==> src/rtl/prog_loader.sv <==
// Program loader: streams host bytes into the 256x8 RAM while holding the CPU,
// parsing opcodes on the fly for MOVI immediates, illegal opcodes and HALT.
module prog_loader #(
  parameter int ADDR_W = 8,
  parameter int DATA_W = 8
) (
  input  logic              i_clk,
  input  logic              i_rst,
  input  logic              i_start,
  input  logic [ADDR_W-1:0] i_base_addr,
  input  logic [ADDR_W-1:0] i_len,
  input  logic              i_abort,
  input  logic              i_in_valid,
  input  logic [DATA_W-1:0] i_in_data,
  output logic              o_in_ready,
  output logic              o_ram_we,
  output logic [ADDR_W-1:0] o_ram_addr,
  output logic [DATA_W-1:0] o_ram_din,
  output logic              o_cpu_hold,
  output logic              o_done,
  output logic              o_aborted,
  output logic [7:0]        o_checksum,
  output logic              o_bad_op,
  output logic              o_halt_seen
);

  typedef enum logic [1:0] {S_IDLE, S_LOAD, S_DONE} state_t;

  state_t            r_state, w_next;
  logic [ADDR_W-1:0] r_base, r_len, r_idx;
  logic              r_imm_next;
  logic              r_we, r_aborted, r_bad_op, r_halt_seen;
  logic [ADDR_W-1:0] r_addr;
  logic [DATA_W-1:0] r_din;
  logic [7:0]        r_checksum;

  logic       w_hs, w_last, w_decode, w_is_movi, w_is_halt, w_is_bad;
  logic [3:0] w_opcode;

  // An abort in the same cycle blocks the handshake, so that byte is never written.
  assign o_in_ready = (r_state == S_LOAD) && !i_abort;
  assign w_hs       = o_in_ready && i_in_valid;
  assign w_last     = (r_idx == r_len - ADDR_W'(1));
  assign w_opcode   = i_in_data[DATA_W-1 -: 4];
  assign w_decode   = !r_imm_next;
  assign w_is_movi  = w_decode && (w_opcode == 4'hE);
  assign w_is_halt  = w_decode && (w_opcode == 4'hF);
  assign w_is_bad   = w_decode && (w_opcode[3:2] == 2'b00);

  always_ff @(posedge i_clk or posedge i_rst) begin
    if (i_rst) r_state <= S_IDLE;
    else       r_state <= w_next;
  end

  always_comb begin
    w_next = r_state;
    case (r_state)
      S_IDLE: if (i_start) w_next = (i_len == '0) ? S_DONE : S_LOAD;
      S_LOAD: begin
        if (i_abort)             w_next = S_IDLE;
        else if (w_hs && w_last) w_next = S_DONE;
      end
      S_DONE:  w_next = S_IDLE;
      default: w_next = S_IDLE;
    endcase
  end

  always_ff @(posedge i_clk or posedge i_rst) begin
    if (i_rst) begin
      r_base      <= '0;
      r_len       <= '0;
      r_idx       <= '0;
      r_imm_next  <= 1'b0;
      r_we        <= 1'b0;
      r_aborted   <= 1'b0;
      r_addr      <= '0;
      r_din       <= '0;
      r_checksum  <= '0;
      r_bad_op    <= 1'b0;
      r_halt_seen <= 1'b0;
    end else begin
      r_we      <= w_hs;
      r_aborted <= (r_state == S_LOAD) && i_abort;
      if (r_state == S_IDLE && i_start) begin
        r_base      <= i_base_addr;
        r_len       <= i_len;
        r_idx       <= '0;
        r_imm_next  <= 1'b0;
        r_checksum  <= '0;
        r_bad_op    <= 1'b0;
        r_halt_seen <= 1'b0;
      end
      if (w_hs) begin
        r_addr     <= r_base + r_idx;
        r_din      <= i_in_data;
        r_idx      <= r_idx + ADDR_W'(1);
        r_checksum <= r_checksum + 8'(i_in_data);
        r_imm_next <= w_is_movi;
        if (w_is_halt) r_halt_seen <= 1'b1;
        // A MOVI as the final byte has no immediate to follow it.
        if (w_is_bad || (w_is_movi && w_last)) r_bad_op <= 1'b1;
      end
    end
  end

  assign o_ram_we    = r_we;
  assign o_ram_addr  = r_addr;
  assign o_ram_din   = r_din;
  assign o_cpu_hold  = (r_state != S_IDLE);
  assign o_done      = (r_state == S_DONE);
  assign o_aborted   = r_aborted;
  assign o_checksum  = r_checksum;
  assign o_bad_op    = r_bad_op;
  assign o_halt_seen = r_halt_seen;

endmodule

==> config.mk <==
export PLATFORM = sky130hd
export DESIGN_NAME = prog_loader
export DESIGN_NICKNAME = d
export VERILOG_FILES = /design/src/rtl/prog_loader.sv
export SDC_FILE = /design/constraint.sdc
export NUM_CORES = 1
export LEC_CHECK = 0
export CORE_ASPECT_RATIO = 0.75
export CORE_UTILIZATION = 53
export CTS_BUF_LIST = sky130_fd_sc_hd__clkbuf_8
export DETAILED_ROUTE_END_ITERATION = 10
export GPL_TIMING_DRIVEN = 0
export PLACE_DENSITY = 0.82
export SLEW_MARGIN = 10
export SYNTH_ARGS = -nofsm -noshare
export SYNTH_HDL_FRONTEND = slang
export SYNTH_SLANG_ARGS = --single-unit
==> constraint.sdc <==
create_clock -name i_clk -period 2.24 [get_ports i_clk]
set_input_delay 0.448 -clock i_clk [delete_from_list [all_inputs] [get_ports i_clk]]
set_output_delay 0.448 -clock i_clk [all_outputs]
set_load 0.01 [all_outputs]
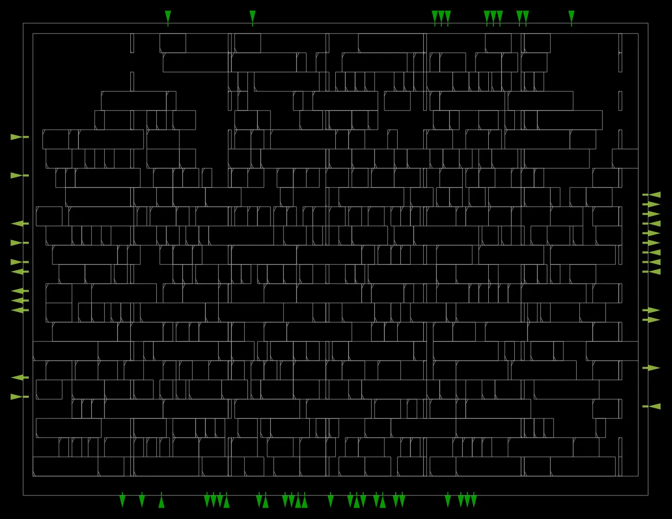
Figure 1: placement view.
registers: 55
sequential share of cell area: 0.3647
Finished Core Util: 0.7057

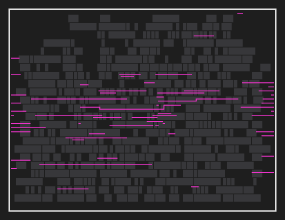
Figure 2: metal 3.
(3 px per µm) Cells faint in the background.
share of all routed wire	6.3%
nets with wire on the layer	48
wire length on this layer	455 µm
main direction	horizontal
longest straight run	37.3 µm

==> impl_metrics.toml <==
# yosys + openroad results
[outcome]
run_status = "finished clean"

[worst_setup_path]
crit_type = "in2out"
crit_end = "o_in_ready"
cp_max_fo = 3
slowest_delay_ps = 580
worstReg2RegEnd = "o_ram_addr[6]"
r2r_slack_ps = 150
r2r_start = "r_idx[0]"
arrival_ps = 1710
crit_chain = "clkdlybuf4s50_1, nor3b_2, clkdlybuf4s50_1"
reg2reg_depth = 9
required_ps = 1790
end_kind = "primary output"
crit_path_start = "i_abort"
slowest_stage = "clkdlybuf4s50_1"
cp-start-kind = "primary input"
cp_common_cell = "clkdlybuf4s50_1"

[final_layout]
design_area_um2 = 3777
stdcell_count = 472
drive_gt1_frac = 0.07053
nets = 443
n_antenna_cell = 0
area_growth_pct = 27.49

[clocking]
clkLatencyLatePin_ps = 300
htreeDepth = 2
cts_max_path_buffers = 2
cts-root-buf = "clkbuf_8"
cts_tree = "yes"
numClockSinks = 55
clk_pin_slew_ps = 100
numCtsBuffers = 5

[logic_synthesis]
edf_count = 0
postSynthAreaPerCell_um2 = 9.033
ys_warn_count = 0
ys_area_um2 = 2963
syn_area_um2 = 2963
yosys.area.top_type = "dfrtp_1"
synth_flop_count = 55
synth_cell_types = 41
ff_type = "dfrtp_1"
synth.top_cell.area_share = 0.4645
fp_nets = 375
common_cells = "89 x nand2_1, 55 x dfrtp_1, 31 x o21ai_0"
synth-async-reset-ratio = 1.000
synth_stat.cells = 328
post-synth-top-count-cell = "nand2_1"
seq_area_frac_synth = 0.4645
top_cells_by_area = "dfrtp_1 46%, nand2_1 11%, ha_1 6.8%, o21ai_0 5.2%, xnor2_1 3.5%"
netlist_instances = 328

[timing]
min_period_over_period = 0.9613
rsz0062_at_grt = "no"
slew-limit-headroom = 0.5958
fin_ws_ps = 86.75
fin_tns_setup_ps = 0
tightest_slew_ps = 605.4
setup_viol_count_final = 0
drv_slew = 0
clock.fmax_ghz = 0.4644
finalHoldViolCount = 0
skew_ps = 6.451
min_period_ps = 2153

[route]
drtAntennaViolNets = 0
drc = 0
dr.pass1.iters = 5
drtIter0Drc = 260
vias_per_cell = 5.492

[die]
ioPinCount = 60
num_rows = 23
die_x_um = 88.34
die_height_um = 66.75
core_area_um2 = 5353
fp_util = 0.5535
die_area_um2 = 5896

[global_routing]
grt_pass1_vias = 2338
grt_max_degree = 29
antenna_found_initial = 0
grt_pass1_wl_um = 11390
gr-total-overflow = 0

[power_and_ir_drop]
cellPowerDensity_nw_per_um2 = 855.6
p_leak_uw = 0.001795
ir_worst_vdd_mv = 0.5618

[placement]
gp_congestion = 0.8612
dpl.hpwl_um = 5281
place_area_um2 = 3667
port_buffers = 59
dp_cells = 463
dp_worst_setup_slack_ps = -446.3

[run]
warning_count = 27
drv_cap = 0

[min_path]
hold_class = "in2reg"
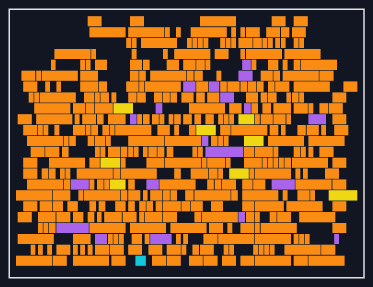
Figure 3: cells by drive strength.
(4 px per µm)
colour	size	cells	share	most used
orange	drive 1 or less	369	93%	nand2_1
cyan	drive 3 to 4	1	0.25%	buf_4
purple	drive 2	19	4.8%	buf_2
yellow	drive 6 and up	8	2.0%	clkbuf_8

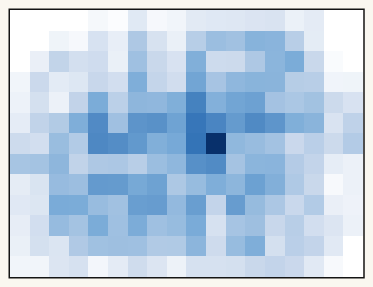
Figure 4: routed metal per tile.
(4 px per µm) The die is cut into 18 by 13 equal tiles; white is low, dark blue is high, scaled to the fullest tile. Values are wire area over tile area, all layers added.
emptiest ninth of the die	top left
nearly empty tiles	6.4%
tiles over half the peak	13%
densest ninth of the die	middle
fullest tile	0.66
mean over tiles	0.19
Wirelength per Cell: 15.22 µm
via count: 2,592
Routed Wire Length: 7185 µm
GRT Total Usage: 0.2573

state kept, by name, indices dropped and copies added, names as in the netlist, 2 cells and up:
name,cells
o_ram_addr,8
r_state,2
r_idx,8
o_checksum,8
o_ram_din,8
r_len,8
r_base,8
cells by family after synthesis:
family,synth area share
simple gates,0.2196
compound gates,0.1267
flops,0.4645
buf+inv,0.03970
xor+xnor,0.06503
fa+ha+maj,0.08108
mux,0.003379
power by group:
group	leakage, µW	internal (µW)	switching (µW)
Sequential	0.000709	1230	189
Combinational	0.00104	651	637
Clock	0.0000505	212	317
worst max-delay path: cells and delay by family:
family	cells	cell delay, ps
buf+inv	2	1020
simple gates	1	240
how the worst min path moves through the flow:
stage | start | endpoint | slack (ps) | cells past startpoint
global placement | o_ram_din[2] | o_ram_din[2] | 460 | 2
global route | i_in_data[1] | o_ram_din[1] | 470 | 3
detailed placement | o_ram_din[2] | o_ram_din[2] | 460 | 2
finish | i_in_data[1] | o_ram_din[1] | 450 | 3
floorplan | r_base[0] | r_base[0] | 450 | 2
CTS | o_ram_din[2] | o_ram_din[2] | 490 | 2
area by class of cell:
class | instances | area, µm²
multi-input cells | 247 | 1486
fillers | 412 | 1575
repair buffers | 61 | 620.6
clock inverters | 3 | 12.51
inverters | 12 | 45.04
clock buffers | 5 | 68.82
flip-flops and latches | 55 | 1378
plain buffers | 14 | 72.57
well taps | 75 | 93.84
placed cells by master (no fill, tap or decap), types with 3 or more instances in the layout:
master,count
nand2_1,89
clkdlybuf4s50_1,58
dfrtp_1,54
o21ai_0,28
nand3_1,17
ha_1,15
inv_1,13
xnor2_1,12
nor2_1,10
xor2_1,10
clkbuf_1,8
nand4_1,5
a31oi_1,5
a21oi_1,5
clkbuf_8,5
buf_2,4
and3_1,3
a21oi_2,3
nor4_1,3
a21o_1,3
o21ai_1,3
o31ai_1,3
routing by layer:
metal	track usage	part of all wire
met1	0.4080	0.49
met3	0.03965	0.063
met2	0.3721	0.44
met5	0	0
met4	0.04234	0.0088
what timing repair did:
item                                    CTS  global route
pin swaps                                 1             5
endpoints found under the setup margin    2             3
gates resized                             2             9
setup buffers                             0             1
stage by stage:
step | utilization | power, µW | hold slack [ps]
CTS | 0.7017 | 3219 | 486.4
global placement | 0.6814 | 2634 | 457.5
floorplan | - | 2110 | 452.3
detailed placement | 0.6851 | 2679 | 463.4
global route | 0.7057 | 3437 | 467.3
finish | 0.7057 | 3232 | 452.2
Power is estimated from default activity; no workload was simulated.
